`config.mk`:
```
export PLATFORM = sky130hd
export DESIGN_NAME = mem_arbiter
export DESIGN_NICKNAME = d
export VERILOG_FILES = /design/src/rtl/mem_arbiter.sv
export SDC_FILE = /design/constraint.sdc
export NUM_CORES = 1
export LEC_CHECK = 0
export ABC_AREA = 1
export CORE_AREA = 2 2 282 284
export CTS_CLUSTER_DIAMETER = 80
export DETAILED_ROUTE_END_ITERATION = 10
export DIE_AREA = 0 0 284 286
export PLACE_DENSITY_LB_ADDON = 0.05
export SLEW_MARGIN = 20
export SYNTH_ARGS = -nofsm -noshare
export SYNTH_HDL_FRONTEND = slang
export SYNTH_SLANG_ARGS = --single-unit
```
`constraint.sdc`:
```
create_clock -name clk -period 8.2 [get_ports clk]
set_input_delay 0.82 -clock clk [delete_from_list [all_inputs] [get_ports clk]]
set_output_delay 0.82 -clock clk [all_outputs]
set_load 0.05 [all_outputs]
```
`src/rtl/mem_arbiter.sv`:
```
// Round-robin arbiter sharing one line-wide memory port between the
// I-cache miss path and the D-cache fill/write-back path.
module mem_arbiter #(
  parameter int ADDR_W = 28,
  parameter int LINE_W = 128
) (
  input  logic              clk,
  input  logic              rst,
  input  logic              ic_req,
  input  logic [ADDR_W-1:0] ic_addr,
  output logic              ic_ready,
  output logic [LINE_W-1:0] ic_rdata,
  input  logic              dc_req,
  input  logic              dc_wen,
  input  logic [ADDR_W-1:0] dc_addr,
  input  logic [LINE_W-1:0] dc_wdata,
  output logic              dc_ready,
  output logic [LINE_W-1:0] dc_rdata,
  output logic              mem_read,
  output logic              mem_write,
  output logic [ADDR_W-1:0] mem_addr,
  output logic [LINE_W-1:0] mem_wdata,
  input  logic [LINE_W-1:0] mem_rdata,
  input  logic              mem_ready
);

  typedef enum logic [1:0] {
    IDLE,
    SERVE_I,
    SERVE_D,
    RESP
  } state_t;

  typedef enum logic {
    GNT_I = 1'b0,
    GNT_D = 1'b1
  } gnt_t;

  state_t            state_q;
  state_t            state_d;
  gnt_t              last_q;
  gnt_t              last_d;
  logic              read_d;
  logic              write_d;
  logic              ic_ready_d;
  logic              dc_ready_d;
  logic [ADDR_W-1:0] addr_d;
  logic [LINE_W-1:0] wdata_d;
  logic [LINE_W-1:0] resp_q;
  logic [LINE_W-1:0] resp_d;
  logic              pick_i;
  logic              pick_d;

  // On a tie the side that did not win last time gets the port.
  assign pick_d = dc_req & (~ic_req | (last_q == GNT_I));
  assign pick_i = ic_req & ~pick_d;

  assign ic_rdata = resp_q;
  assign dc_rdata = resp_q;

  always_ff @(posedge clk or posedge rst) begin
    if (rst) begin
      state_q <= IDLE;
      last_q  <= GNT_I;
    end else begin
      state_q <= state_d;
      last_q  <= last_d;
    end
  end

  always_comb begin
    state_d    = state_q;
    last_d     = last_q;
    read_d     = mem_read;
    write_d    = mem_write;
    addr_d     = mem_addr;
    wdata_d    = mem_wdata;
    resp_d     = resp_q;
    ic_ready_d = 1'b0;
    dc_ready_d = 1'b0;
    unique case (state_q)
      IDLE: begin
        unique case (1'b1)
          pick_d: begin
            state_d = SERVE_D;
            last_d  = GNT_D;
            read_d  = ~dc_wen;
            write_d = dc_wen;
            addr_d  = dc_addr;
            wdata_d = dc_wdata;
          end
          pick_i: begin
            state_d = SERVE_I;
            last_d  = GNT_I;
            read_d  = 1'b1;
            write_d = 1'b0;
            addr_d  = ic_addr;
            wdata_d = '0;
          end
          default: ;
        endcase
      end
      SERVE_I, SERVE_D: begin
        if (mem_ready) begin
          state_d    = RESP;
          resp_d     = mem_rdata;
          read_d     = 1'b0;
          write_d    = 1'b0;
          ic_ready_d = (state_q == SERVE_I);
          dc_ready_d = (state_q == SERVE_D);
        end
      end
      RESP: state_d = IDLE;
      default: state_d = IDLE;
    endcase
  end

  // Every output is a flop; request and memory inputs only reach them here.
  always_ff @(posedge clk or posedge rst) begin
    if (rst) begin
      mem_read  <= 1'b0;
      mem_write <= 1'b0;
      mem_addr  <= '0;
      mem_wdata <= '0;
      resp_q    <= '0;
      ic_ready  <= 1'b0;
      dc_ready  <= 1'b0;
    end else begin
      mem_read  <= read_d;
      mem_write <= write_d;
      mem_addr  <= addr_d;
      mem_wdata <= wdata_d;
      resp_q    <= resp_d;
      ic_ready  <= ic_ready_d;
      dc_ready  <= dc_ready_d;
    end
  end

endmodule

```
### Cell placement

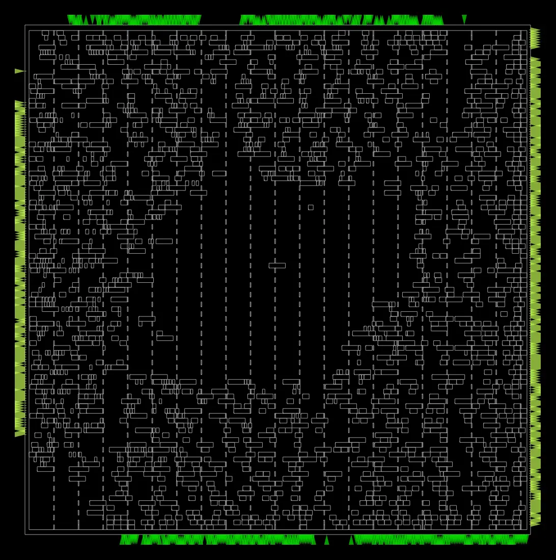
Final Non-Filler Cells: 2884
Layout fillers: 8374
Site Rows: 103
Core Util, Final: 27.2%
Well Taps: 1050

### M4 wires

Supply wires on this layer in gray.
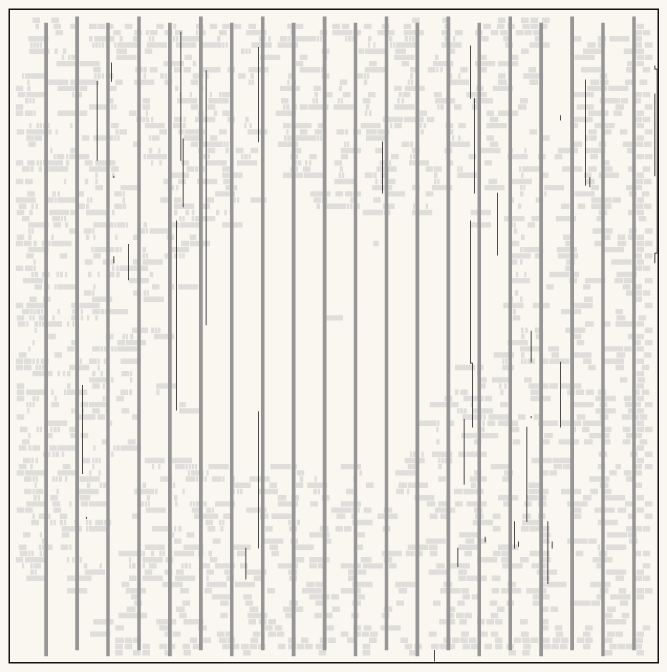
The longest straight run is 112 µm. The layer holds 1.8% of the routed length. The layer carries 1050 µm of wire. The wires run mostly vertical.

### Metal 3

Bar = 100 µm.
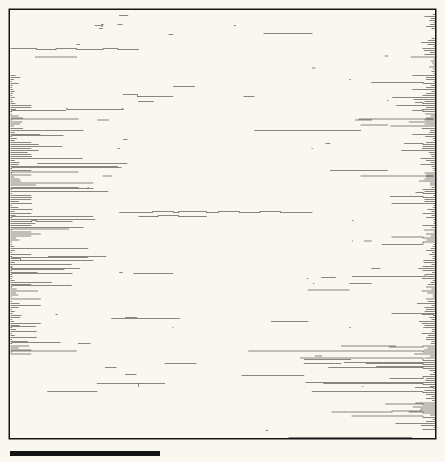
The longest straight run is 117 µm. The layer holds 10% of the routed length. The wires run mostly horizontal. The layer carries 5750 µm of wire. 357 nets have wire on it.

### Signal wires by layer

Bar = 100 µm.
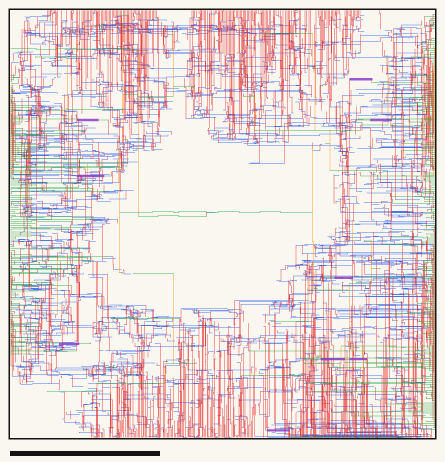
Blue shows M1, wire length 20.6 mm. Purple shows M5, wire length 118 µm. Green shows M3, wire length 5750 µm. Red shows M2, wire length 30.2 mm. Orange shows M4, wire length 1050 µm.
wirelength, routed: 57700 µm
WL/cell: 20.0 µm
Vias: 10600

-- per-layer routing --
metal | vias to the layer above | share of wire (%)
met5 | - | 0.20
met4 | 18 | 1.8
met3 | 81 | 10
met2 | 416 | 52
met1 | 5104 | 36
li1 | 4959 | -
-- cell families after synthesis --
group,count (synthesis),synth area share [%]
AOI/OAI and AO/OA,31,1.23
adders and majority gates,4,0.397
buffers and inverters,234,12.1
DFF,291,57.8
muxes,128,11.4
and+or+nand+nor,524,17.0
-- sequential cells by signal, summed over array words and instances (netlist names), 2 cells and up --
signal / count
dc_rdata: 128
mem_addr: 28
mem_wdata: 128
state_q: 2
-- metrics by stage --
step           hold slack [ns]
2_1_floorplan            0.474
3_3_place_gp             0.461
3_5_place_dp             0.464
4_1_cts                  0.479
5_1_grt                  0.490
6_report                 0.472
-- layout make-up --
cell class / instances / area [µm²] / area share, %
Tap cell: 1050 / 1310 / 6.16
Antenna cell: 6 / 15.0 / 0.0704
Multi-Input combinational cell: 687 / 3810 / 17.9
Inverter: 38 / 151 / 0.710
Sequential cell: 291 / 7280 / 34.2
Clock inverter: 8 / 76.3 / 0.358
Clock buffer: 64 / 1250 / 5.89
Timing Repair Buffer: 740 / 7410 / 34.8
==> flow_metrics.tcl <==
# place-and-route summary
set metrics [dict create \
    finalHoldViolCount 0 \
    top_cell_area_share_pct 57.8 \
    drt_iter0_drc 320 \
    reg2reg_slack_ns 5.16 \
    cts_max_level 2 \
    finalSetupTns_ns 0 \
    postCtsSetupBuffers 0 \
    yosysMostFrequentCell "nand2_1" \
    min_period_over_period_pct 39.8 \
    use_met2_pct 25.1 \
    critPathMaxFanout 85 \
    cp-start-kind "primary input" \
    critPathArrivalTime_ns 3.73 \
    drc_errors 0 \
    place_ws_ns 4.31 \
    worst_pin_slew_ns 1.06 \
    avgSynthCellArea_um2 10.4 \
    worst_skew_pair.late_latency_ns 0.55 \
    cts_buffers 41 \
    finClkSkew_ns 0.00767 \
    ff_type "dfrtp_1" \
    grt.busiest_layer "met2" \
    place_area_mm2 0.0200 \
    edf_count 0 \
    crit_required_ns 8.67 \
    viasPerCell 3.67 \
    drt_first_pass_iters 4 \
    holdPathEnd "mem_wdata[17]" \
    worst_r2r_path_depth 8 \
    whs_path_depth 2 \
    design_area_mm2 0.0213 \
    ys_ff 291 \
    initCoreUtil_pct 16.1 \
    max_freq_mhz 307 \
    cp_slowest_cell "buf_4" \
    cp.depth 7 \
    cp_top_family "buffers and inverters" \
    min_from "mem_wdata[17]" \
    track_usage_pct 13.7 \
    status "completed" \
    synth_cell_type_count 18 \
    synthArstFlopShare_pct 100 \
    cp-end-kind "flop" \
    synthTopCellsByCount "359 x nand2_1, 291 x dfrtp_1, 132 x buf_4, 131 x nand3_1, 128 x mux2_2" \
    hp-class "flop to flop" \
    crit_chain "clkdlybuf4s50_1 -> nor2_2 -> nor2_4 -> buf_4 -> buf_4 -> nand2_1 -> o21ai_0" \
    drv_slew 0 \
    port_buffers 733 \
]
